Fig. 1: met2 routing
Bar = 20 µm.
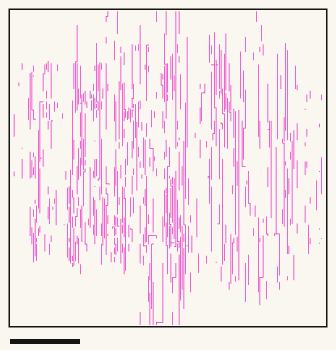
Fig. 2: power grid
Bar = 20 µm. Pins as bars on the die edge.
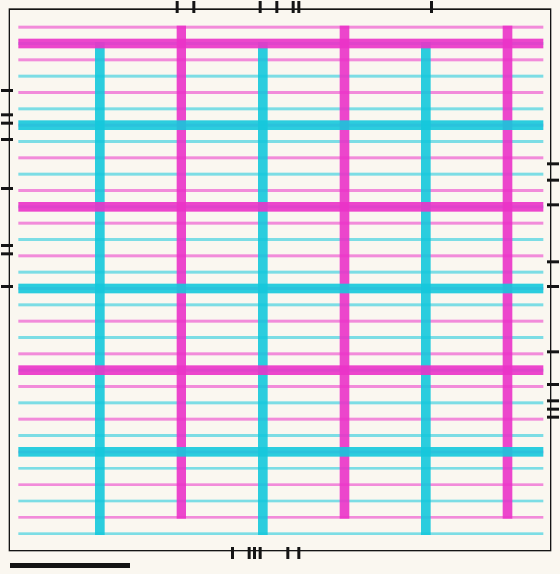
[config.mk]
export PLATFORM = sky130hd
export DESIGN_NAME = ps2_key_event
export DESIGN_NICKNAME = d
export VERILOG_FILES = /design/src/rtl/ps2_key_event.sv
export SDC_FILE = /design/constraint.sdc
export NUM_CORES = 1
export LEC_CHECK = 0
export CAP_MARGIN = 10
export CORE_UTILIZATION = 40
export DETAILED_ROUTE_END_ITERATION = 8
export SLEW_MARGIN = 20
export SYNTH_ARGS = -nofsm -noshare
export SYNTH_HDL_FRONTEND = slang
export SYNTH_SLANG_ARGS = --single-unit
[constraint.sdc]
create_clock -name clk -period 3.5 [get_ports clk]
set_input_delay 0.7 -clock clk [delete_from_list [all_inputs] [get_ports clk]]
set_output_delay 0.7 -clock clk [all_outputs]
set_load 0.005 [all_outputs]
[src/rtl/ps2_key_event.sv]
// ps2_key_event: turns the ps2_decoder byte stream into {ext, brk, code} key events.
// It tracks the modifier keys and queues events in a show-ahead FIFO. Optional IRQ: KEYEVT_IRQ_EN.
module ps2_key_event #(
   parameter int DEPTH = 4
) (
   input  logic                       clk,
   input  logic                       reset,
   input  logic [7:0]                 code_in,
   input  logic                       code_valid,
   output logic [7:0]                 evt_code,
   output logic                       evt_ext,
   output logic                       evt_brk,
   output logic                       evt_valid,
   input  logic                       evt_ready,
   output logic [$clog2(DEPTH+1)-1:0] evt_count,
   output logic                       overflow,
   input  logic                       overflow_clr,
   output logic                       mod_shift,
   output logic                       mod_ctrl,
   output logic                       mod_alt
`ifdef KEYEVT_IRQ_EN
   ,
   output logic                       irq,
   input  logic                       irq_clr
`endif
);

   localparam int PW = $clog2(DEPTH);
   localparam int CW = $clog2(DEPTH+1);

   localparam logic [7:0] B_EXT    = 8'hE0;
   localparam logic [7:0] B_BRK    = 8'hF0;
   localparam logic [7:0] B_PAUSE  = 8'hE1;
   localparam logic [7:0] B_PAUSEK = 8'h77;

   // Modifier slots, one per physical key:
   // lshift, rshift, lctrl, rctrl, lalt, ralt (slot 0 is the lowest byte).
   localparam int         NMOD     = 6;
   localparam logic [47:0] MOD_CODE = 48'h11_11_14_14_59_12;
   localparam logic [5:0]  MOD_EXT  = 6'b101000;

   typedef enum logic [2:0] {
      IDLE,
      EXT,
      BRK,
      EXTBRK,
      PAUSE
   } state_t;

   state_t      state_reg, state_next;
   logic [2:0]  pause_cnt_reg, pause_cnt_next;

   logic        emit;
   logic        emit_ext;
   logic        emit_brk;
   logic [7:0]  emit_code;

   logic        is_noise;
   logic        is_fake_shift;

   assign is_noise      = code_in inside {8'hFA, 8'hAA, 8'hFE, 8'hEE, 8'h00, 8'hFF};
   assign is_fake_shift = (code_in == 8'h12) || (code_in == 8'h59);

   // ---------------------------------------------------------------
   // Prefix assembler
   // ---------------------------------------------------------------
   always_ff @(posedge clk) begin
      if (reset) begin
         state_reg     <= IDLE;
         pause_cnt_reg <= '0;
      end else begin
         state_reg     <= state_next;
         pause_cnt_reg <= pause_cnt_next;
      end
   end

   always_comb begin
      state_next     = state_reg;
      pause_cnt_next = pause_cnt_reg;
      emit           = 1'b0;
      emit_ext       = 1'b0;
      emit_brk       = 1'b0;
      emit_code      = code_in;
      if (code_valid) begin
         case (state_reg)
            IDLE: begin
               if (code_in == B_EXT) begin
                  state_next = EXT;
               end else if (code_in == B_BRK) begin
                  state_next = BRK;
               end else if (code_in == B_PAUSE) begin
                  state_next     = PAUSE;
                  pause_cnt_next = 3'd7;
               end else if (!is_noise) begin
                  emit = 1'b1;
               end
            end
            EXT: begin
               if (code_in == B_BRK) begin
                  state_next = EXTBRK;
               end else if (code_in == B_EXT) begin
                  state_next = EXT;
               end else begin
                  state_next = IDLE;
                  emit       = !is_fake_shift;
                  emit_ext   = 1'b1;
               end
            end
            BRK: begin
               state_next = IDLE;
               emit       = 1'b1;
               emit_brk   = 1'b1;
            end
            EXTBRK: begin
               state_next = IDLE;
               emit       = !is_fake_shift;
               emit_ext   = 1'b1;
               emit_brk   = 1'b1;
            end
            PAUSE: begin
               // The pause sequence carries no break code, so only a make is reported.
               pause_cnt_next = pause_cnt_reg - 3'd1;
               if (pause_cnt_reg <= 3'd1) begin
                  pause_cnt_next = '0;
                  state_next     = IDLE;
                  emit           = 1'b1;
                  emit_ext       = 1'b1;
                  emit_code      = B_PAUSEK;
               end
            end
            default: begin
               state_next     = IDLE;
               pause_cnt_next = '0;
            end
         endcase
      end
   end

   // ---------------------------------------------------------------
   // Modifier tracking: updates on every emit, whether or not the FIFO
   // accepts the event.
   // ---------------------------------------------------------------
   logic [NMOD-1:0] held_reg, held_next;

   genvar gi;
   generate
      for (gi = 0; gi < NMOD; gi++) begin : g_mod
         assign held_next[gi] =
            (emit && (emit_code == MOD_CODE[gi*8 +: 8]) && (emit_ext == MOD_EXT[gi]))
            ? !emit_brk : held_reg[gi];
      end
   endgenerate

   always_ff @(posedge clk) begin
      if (reset) begin
         held_reg <= '0;
      end else begin
         held_reg <= held_next;
      end
   end

   assign mod_shift = held_reg[0] | held_reg[1];
   assign mod_ctrl  = held_reg[2] | held_reg[3];
   assign mod_alt   = held_reg[4] | held_reg[5];

   // ---------------------------------------------------------------
   // Show-ahead event FIFO
   // ---------------------------------------------------------------
   logic [9:0]       mem_reg [DEPTH];
   logic [DEPTH-1:0] wr_en;
   logic [PW-1:0]    wr_ptr_reg, wr_ptr_next;
   logic [PW-1:0]    rd_ptr_reg, rd_ptr_next;
   logic [CW-1:0]    count_reg, count_next;
   logic             overflow_reg, overflow_next;
   logic             full;
   logic             pop;
   logic             push;
   logic             drop;
   logic [9:0]       push_word;
   logic [9:0]       head_word;

   assign full      = (count_reg == CW'(DEPTH));
   assign evt_valid = (count_reg != '0);
   assign pop       = evt_valid & evt_ready;
   assign push      = emit & (!full | pop);
   assign drop      = emit & full & !pop;
   assign push_word = {emit_ext, emit_brk, emit_code};

   generate
      for (gi = 0; gi < DEPTH; gi++) begin : g_wr
         assign wr_en[gi] = push && (wr_ptr_reg == PW'(gi));
      end
   endgenerate

   always_ff @(posedge clk) begin
      for (int i = 0; i < DEPTH; i++) begin
         if (wr_en[i]) begin
            mem_reg[i] <= push_word;
         end
      end
   end

   always_comb begin
      wr_ptr_next   = wr_ptr_reg;
      rd_ptr_next   = rd_ptr_reg;
      count_next    = count_reg;
      overflow_next = overflow_reg;
      if (push) begin
         wr_ptr_next = wr_ptr_reg + PW'(1);
      end
      if (pop) begin
         rd_ptr_next = rd_ptr_reg + PW'(1);
      end
      case ({push, pop})
         2'b10:   count_next = count_reg + CW'(1);
         2'b01:   count_next = count_reg - CW'(1);
         default: count_next = count_reg;
      endcase
      // A drop in the same cycle as a clear must leave the flag set.
      if (drop) begin
         overflow_next = 1'b1;
      end else if (overflow_clr) begin
         overflow_next = 1'b0;
      end
   end

   always_ff @(posedge clk) begin
      if (reset) begin
         wr_ptr_reg   <= '0;
         rd_ptr_reg   <= '0;
         count_reg    <= '0;
         overflow_reg <= 1'b0;
      end else begin
         wr_ptr_reg   <= wr_ptr_next;
         rd_ptr_reg   <= rd_ptr_next;
         count_reg    <= count_next;
         overflow_reg <= overflow_next;
      end
   end

   // Storage is not reset, so the head is masked while the FIFO is empty.
   assign head_word = mem_reg[rd_ptr_reg];
   assign evt_code  = evt_valid ? head_word[7:0] : 8'h00;
   assign evt_brk   = evt_valid & head_word[8];
   assign evt_ext   = evt_valid & head_word[9];
   assign evt_count = count_reg;
   assign overflow  = overflow_reg;

`ifdef KEYEVT_IRQ_EN
   logic irq_reg, irq_next;

   always_comb begin
      irq_next = irq_reg;
      if (push) begin
         irq_next = 1'b1;
      end else if (irq_clr) begin
         irq_next = 1'b0;
      end
   end

   always_ff @(posedge clk) begin
      if (reset) begin
         irq_reg <= 1'b0;
      end else begin
         irq_reg <= irq_next;
      end
   end

   assign irq = irq_reg;
`endif

endmodule

==> impl_metrics.py <==
# Synthesis and PnR figures
metrics = {
    "logic_synthesis": {
        "most_common_cell": "edfxtp_1",
        "synth.cell_area_um2": 3090,
        "ys_types": 58,
        "ys_area_um2": 3090,
        "avgSynthCellArea_um2": 12.1,
        "synth_flops": 62,
        "synth_seq_share": 0.531,
        "synth.area.top_cells": "edfxtp_1 39%, dfxtp_1 14%, mux4_2 7.3%",
        "edf_count": 40,
        "synth_stat.cells": 255,
        "ff_type": "edfxtp_1",
        "top_cell_area_share": 0.389,
        "synth_cells": 255,
        "fp_nets": 275,
        "yosysTopAreaCell": "edfxtp_1",
        "synthTopCellsByCount": "40 x edfxtp_1, 22 x dfxtp_1, 17 x and2_1, 15 x nor2_1, 13 x nand2_1",
        "async_reset_ff_frac": 0,
        "ys.warnings.count": 0,
    },
    "clocking": {
        "insertion_delay_ns": 0.34,
        "ctsHoldBuffers": 0,
        "cts_resized": 0,
        "post_cts_buffers": 0,
        "numCtsBuffers": 9,
        "cts-root-buf": "clkbuf_8",
        "htreeDepth": 3,
        "cts_tree": "built",
        "cts_sinks": 62,
        "clk_pin_slew_worst_paths_ns": 0.07,
        "clk_path_buf_depth": 2,
    },
    "final_layout": {
        "fin_area_um2": 3760,
        "diodes": 0,
        "drive_gt1_frac": 0.185,
        "nNetsFinal": 317,
        "nFillCells": 680,
        "largest_reg_flops": 40,
        "post-route-util": 0.510,
        "stdcell_count": 401,
        "area_growth_pct": 21.7,
    },
    "placed_design": {
        "place_area_um2": 3560,
        "port_buffers": 30,
        "place.gp.congestion": 0.824,
        "dpl.cell_count": 385,
        "place_ws_ns": -0.0144,
        "hpwl_mm": 4.38,
    },
    "floorplanning": {
        "fp.coreArea_um2": 7370,
        "fp-row-count": 31,
        "dieArea_um2": 8080,
        "initCoreUtil": 0.419,
        "io_pins": 31,
    },
    "setup_path": {
        "worst-path-max-fanout": 7,
        "crit_type": "input pin to flop",
        "r2r_start": "state_reg[2]",
        "arrival_ns": 3.35,
        "critPathLaunchType": "input pin",
        "crit_slowest_cell": "or4_4",
        "cp_common_cell": "a311oi_1",
        "critPathRequiredTime_ns": 3.70,
        "critPathMaxStageDelay_ns": 0.58,
        "setup.worst_path.start": "code_in[1]",
        "critPathCaptureType": "flop",
        "crit_path_cell_trace": "clkdlybuf4s50_1 > or4_4 > o311a_4 > a21oi_4 > a21oi_2 > nor2_1 > fa_1 > a311oi_1 > a311oi_1",
    },
    "sta": {
        "skew_ns": 0.00990,
        "tightest_slew_ns": 0.701,
        "max_slew_margin": 0.526,
        "setup_tns_ns": 0,
        "fin_crit_sh": 0.902,
        "maxClockFrequency_mhz": 317,
        "grt_setup_unrepaired": "false",
        "setup_ws_ns": 0.342,
        "period_needed_ns": 3.16,
        "hold_violations": 0,
        "finalSetupViolCount": 0,
        "slew_viol_final": 0,
    },
    "run": {
        "maxCapViolations": 0,
        "warnings": 30,
    },
    "global_route": {
        "grt_usage": 0.167,
        "overflow": 0,
        "grt_pass1_vias": 2073,
        "grt_first_pass_wirelength_mm": 10.4,
        "grt_max_degree": 18,
        "antenna_found_initial": 0,
    },
    "power_and_ir_drop": {
        "cellPowerDensity_nw_per_um2": 517,
        "leakage_uw": 0.00132,
    },
    "route": {
        "detail_route.iter0.violations": 76,
        "drc_errors": 0,
        "wl_per_cell_um": 15.6,
        "avgViaCountPerCell": 5.21,
        "postRouteAntennaNets": 0,
        "drtPass1Iterations": 4,
    },
    "min_path": {
        "hp-class": "flop to flop",
        "min-delay-start": "pause_cnt_reg[1]",
    },
    "outcome": {
        "status": "finished clean",
    },
}
## Picture notes: Fig. 1
The wires run mostly vertical. The layer holds 49% of the routed length. 268 nets have wire on it. The longest straight run is 48.3 µm. The layer carries 3050 µm of wire.
met2 GRT Util: 0.272
WL final: 6.25 mm
DR vias: 2091

## Picture notes: Fig. 2
Key: magenta = VDD; cyan = VSS
32 met1 rails follow the rows. 6 straps on met4. 31 signal pins sit on the boundary. 6 straps on met5.
Die X-Extent: 89.9 µm
worst ir drop on vdd: 0.242 mV

cells by family (layout without fill, tap and decap cells):
group / after synthesis / in the layout / synth area share
mux: 18 / 18 / 0.100
fa+ha+maj: 7 / 7 / 0.0308
simple gates: 102 / 102 / 0.195
buf+inv: 24 / 71 / 0.0348
flops: 62 / 62 / 0.531
xor+xnor: 3 / 3 / 0.00851
compound gates: 39 / 39 / 0.0988
metrics by stage:
stage | total power, µW | hold slack, ns
finish | 1940 | 0.477
global route | 2040 | 0.504
CTS | 1970 | 0.483
detailed placement | 1330 | 0.472
global placement | 1330 | 0.457
floorplan | 1130 | 0.445
layout by cell type, fill, tap and decap left out, types with 10 or more instances in the layout:
cell,Yosys,routed
nand2_1,13,13
mux4_2,10,10
buf_4,0,16
nor2_1,15,15
edfxtp_1,40,40
and2_1,17,17
clkbuf_8,0,10
clkdlybuf4s50_1,0,30
dfxtp_1,22,22
power breakdown:
| part | internal (µW) | switching [µW] | leakage [µW] | total [µW] |
|---|---|---|---|---|
| registers | 833 | 35.7 | 0.000545 | 868 |
| logic | 258 | 181 | 0.000673 | 438 |
| clock network | 346 | 290 | 0.000102 | 636 |
path summary, 6_finish.rpt:
path	end	slack [ns]	depth (start not counted)
setup / recovery	evt_count[1]	0.34	9
hold / removal	pause_cnt_reg[1]	0.48	2
setup reg to reg	evt_count[2]	0.91	8
hold reg to reg	pause_cnt_reg[1]	0.48	2
final cells by class:
type,count,area [µm²],share of cell area
clock buffers,10,138,0.0366
clock inverters,6,61.3,0.0163
inverters,9,33.8,0.00899
multi-input cells,169,1340,0.357
flip-flops and latches,62,1640,0.437
well taps,99,124,0.0330
repair buffers,46,420,0.112
critical path, delay by kind of cell:
family / cells / cell delay, ns
AOI/OAI and AO/OA: 5 / 0.96
and+or+nand+nor: 2 / 0.71
buffers and inverters: 1 / 0.52
adders and majority gates: 1 / 0.46
per-layer routing:
metal / vias up / global-route usage / routed length [µm]
met4: 0 / 0.0726 / 95
met3: 10 / 0.0347 / 203
met1: 1003 / 0.215 / 2900
li1: 1037 / - / -
met2: 41 / 0.272 / 3050
met5: - / 0 / 0
Power is estimated from default activity; no workload was simulated.
